The clock network:
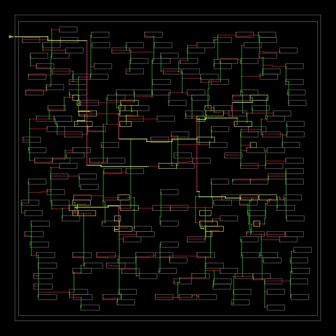
Port wiring:
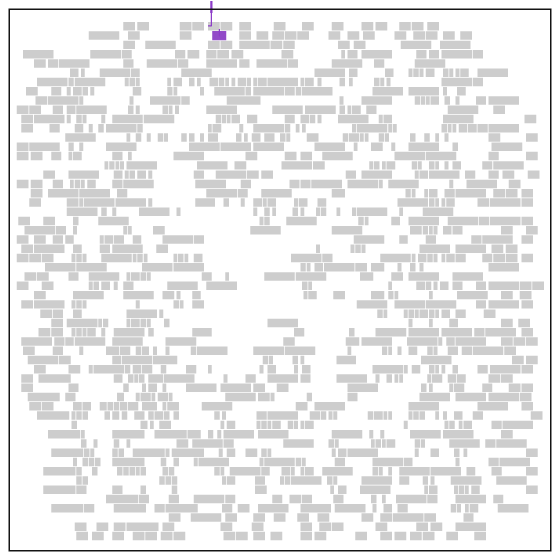
$ cat src/rtl/if_id_pipe_reg.sv
// IF/ID pipeline register: NUM_SLOTS-wide VLIW bundle plus PC+1, valid/ready, 2-entry skid buffer.
// Optional IF_ID_BUBBLE_CNT_EN macro adds a saturating 16-bit count of cycles with no valid bundle.
module if_id_pipe_reg #(
    parameter int                  NUM_SLOTS = 4,
    parameter int                  INSTR_W   = 22,
    parameter int                  PC_W      = 10,
    parameter logic [INSTR_W-1:0]  NOP_INSTR = 'h00000C
) (
    input  logic                           clk,
    input  logic                           rst,
    input  logic                           flush,
    input  logic [NUM_SLOTS*INSTR_W-1:0]   f_instr,
    input  logic [PC_W-1:0]                f_pc_plus,
    input  logic                           f_valid,
    output logic                           f_ready,
    output logic [NUM_SLOTS*INSTR_W-1:0]   d_instr,
    output logic [PC_W-1:0]                d_pc_next,
    output logic                           d_valid,
    input  logic                           d_ready
`ifdef IF_ID_BUBBLE_CNT_EN
    ,
    output logic [15:0]                    bubble_cnt
`endif
);

    localparam int                BUS_W      = NUM_SLOTS * INSTR_W;
    localparam logic [BUS_W-1:0]  NOP_BUNDLE = {NUM_SLOTS{NOP_INSTR}};

    typedef enum logic [1:0] {
        ST_EMPTY = 2'd0,
        ST_FULL  = 2'd1,
        ST_SKID  = 2'd2
    } state_e;

    state_e             state_q;
    logic [BUS_W-1:0]   main_instr_q;
    logic [PC_W-1:0]    main_pc_q;
    logic [BUS_W-1:0]   skid_instr_q;
    logic [PC_W-1:0]    skid_pc_q;
    logic               d_valid_q;
    logic               f_ready_q;

    logic f_acc;
    logic d_acc;

    assign f_acc = f_valid & f_ready_q;
    assign d_acc = d_valid_q & d_ready;

    // d_valid/f_ready are kept as their own flops so neither output sees decode logic.
    always_ff @(posedge clk or posedge rst) begin
        if (rst) begin
            state_q      <= ST_EMPTY;
            main_instr_q <= NOP_BUNDLE;
            main_pc_q    <= '0;
            skid_instr_q <= NOP_BUNDLE;
            skid_pc_q    <= '0;
            d_valid_q    <= 1'b0;
            f_ready_q    <= 1'b1;
        end else if (flush) begin
            state_q      <= ST_EMPTY;
            main_instr_q <= NOP_BUNDLE;
            main_pc_q    <= '0;
            skid_instr_q <= NOP_BUNDLE;
            skid_pc_q    <= '0;
            d_valid_q    <= 1'b0;
            f_ready_q    <= 1'b1;
        end else begin
            unique case (state_q)
                ST_EMPTY: begin
                    if (f_acc) begin
                        state_q      <= ST_FULL;
                        main_instr_q <= f_instr;
                        main_pc_q    <= f_pc_plus;
                        d_valid_q    <= 1'b1;
                    end
                end
                ST_FULL: begin
                    if (f_acc && d_acc) begin
                        main_instr_q <= f_instr;
                        main_pc_q    <= f_pc_plus;
                    end else if (f_acc) begin
                        state_q      <= ST_SKID;
                        skid_instr_q <= f_instr;
                        skid_pc_q    <= f_pc_plus;
                        f_ready_q    <= 1'b0;
                    end else if (d_acc) begin
                        state_q      <= ST_EMPTY;
                        main_instr_q <= NOP_BUNDLE;
                        main_pc_q    <= '0;
                        d_valid_q    <= 1'b0;
                    end
                end
                ST_SKID: begin
                    // Fetch is blocked here, so draining the skid entry is the only move.
                    if (d_ready) begin
                        state_q      <= ST_FULL;
                        main_instr_q <= skid_instr_q;
                        main_pc_q    <= skid_pc_q;
                        skid_instr_q <= NOP_BUNDLE;
                        skid_pc_q    <= '0;
                        f_ready_q    <= 1'b1;
                    end
                end
                default: begin
                    state_q      <= ST_EMPTY;
                    main_instr_q <= NOP_BUNDLE;
                    main_pc_q    <= '0;
                    d_valid_q    <= 1'b0;
                    f_ready_q    <= 1'b1;
                end
            endcase
        end
    end

    assign d_instr   = main_instr_q;
    assign d_pc_next = main_pc_q;
    assign d_valid   = d_valid_q;
    assign f_ready   = f_ready_q;

`ifdef IF_ID_BUBBLE_CNT_EN
    logic [15:0] bubble_cnt_q;

    // Survives flush on purpose: it measures decode starvation across redirects.
    always_ff @(posedge clk or posedge rst) begin
        if (rst) begin
            bubble_cnt_q <= '0;
        end else if (!d_valid_q && (bubble_cnt_q != 16'hFFFF)) begin
            bubble_cnt_q <= bubble_cnt_q + 16'd1;
        end
    end

    assign bubble_cnt = bubble_cnt_q;
`endif

endmodule

$ cat config.mk
export PLATFORM = sky130hd
export DESIGN_NAME = if_id_pipe_reg
export DESIGN_NICKNAME = d
export VERILOG_FILES = /design/src/rtl/if_id_pipe_reg.sv
export SDC_FILE = /design/constraint.sdc
export NUM_CORES = 1
export LEC_CHECK = 0
export ABC_AREA = 0
export CORE_MARGIN = 1.5
export CORE_UTILIZATION = 35
export DETAILED_ROUTE_END_ITERATION = 10
export GPL_TIMING_DRIVEN = 0
export PLACE_DENSITY_LB_ADDON = 0.12
export SETUP_SLACK_MARGIN = 0.5
export SLEW_MARGIN = 10
export SYNTH_ARGS = -nofsm -noshare
export SYNTH_HDL_FRONTEND = slang
export SYNTH_SLANG_ARGS = --single-unit
$ cat constraint.sdc
create_clock -name clk -period 9.7 [get_ports clk]
set_input_delay 0.97 -clock clk [delete_from_list [all_inputs] [get_ports clk]]
set_output_delay 0.97 -clock clk [all_outputs]
set_load 0.01 [all_outputs]
==> ci_impl_report.md <==
## Synthesis and layout report

| Metric | Value |
|---|---|
| Clock root buffer | clkbuf_16 |
| IO Count | 203 |
| Fin crit period | 3100 ps |
| Routed via count | 7070 |
| Die Ht | ~160 um |
| Sw Share | 0.309 |
| Yosys Instances | 807 |
| Adder Area Share | 0 |
| Top cells excl fill/tap | clkdlybuf4s50_1, nand2_1, dfrtp_1 |
| Reg2reg start | state_q[1]$_DFFE_PP0P_ |
| Busiest grt layer | met1 |
| M1 GR Usage | 0.305 |
| Xor/xnor share of the synthesized area | 0.00104 |
| Gate power share | 0.224 |
| Vias in the first global route | 7031 |
| Die width | between 150 and 200 um |
| Gate Count Post-Synth | just over 800 |
| CP Cell Sequence | clkdlybuf4s50_1 -> and2_1 -> and3_1 -> o31ai_2 -> buf_2 -> o2bb2ai_1 |
| Nonclk inv count | 11 |
| Share of layout cells above drive strength 1 | 0.0808 |
| Clk slew on worst S/H paths | 70 ps |
| Class of the worst hold path | register to register |
| Post-synth seq share | 0.594 |
| Worst path top cell family by delay | AND-OR/OR-AND gates |
| Worst Path Max Fanout | 10 |
| HPWL after DPL | 16600 um |
| Pre-CTS setup slack | about 5900 ps |
| WS Path Type | input port to register |
| Internal | 0.00150 W |
| TAP cells | 319 |
| Top class by area | flip-flops and latches |
| Num rows | 56 |
| Endpoints failing hold | 0 |
| Setup TNS | 0 ps |
| Slowest stage cell, crit path | o31ai_2 |
| Largest type area fraction | 0.541 |
| Status | completed |
| WL met1 | 12000 um |
| H-tree levels | 4 |
| Net Count, Synth | roughly 910 |
| First-pass GRT wire length | 39500 um |
| Synth-to-layout area growth | 35.7% |
| Post-CTS Setup Repair Bufs | 0 |
| Pwr Density | 189 mW/mm2 |
| Mux share | 0 |
| Basic Gates by Area | 0.0985 |
| Routed WL | 24900 um |
| Core Region | 0.0236 mm2 |
| Worst reg2reg path depth | 6 |
| Worst reg2reg endpoint | d_pc_next[6]$_DFFE_PP0P_ |
| Distinct lib cells | 34 |
| Seq. pwr | roughly 0.00099 W |
| CTS tree | done |
| Highest routed layer | met4 |
| Max Root-Sink Buffers | 2 |
| Flops after synth | 200 |
-- 'the clock network' (at the start) --
Sinks on Clock Net: 200
clk_lat worst skew: 430 ps
Clock Skew: 11.8 ps

-- 'port wiring' (at the start) --
rst -> purple  # direction input, edge top, end cells 1, buffers 1, wire 7.20 um

No activity file was given, so power comes from the tool's default toggle rates.
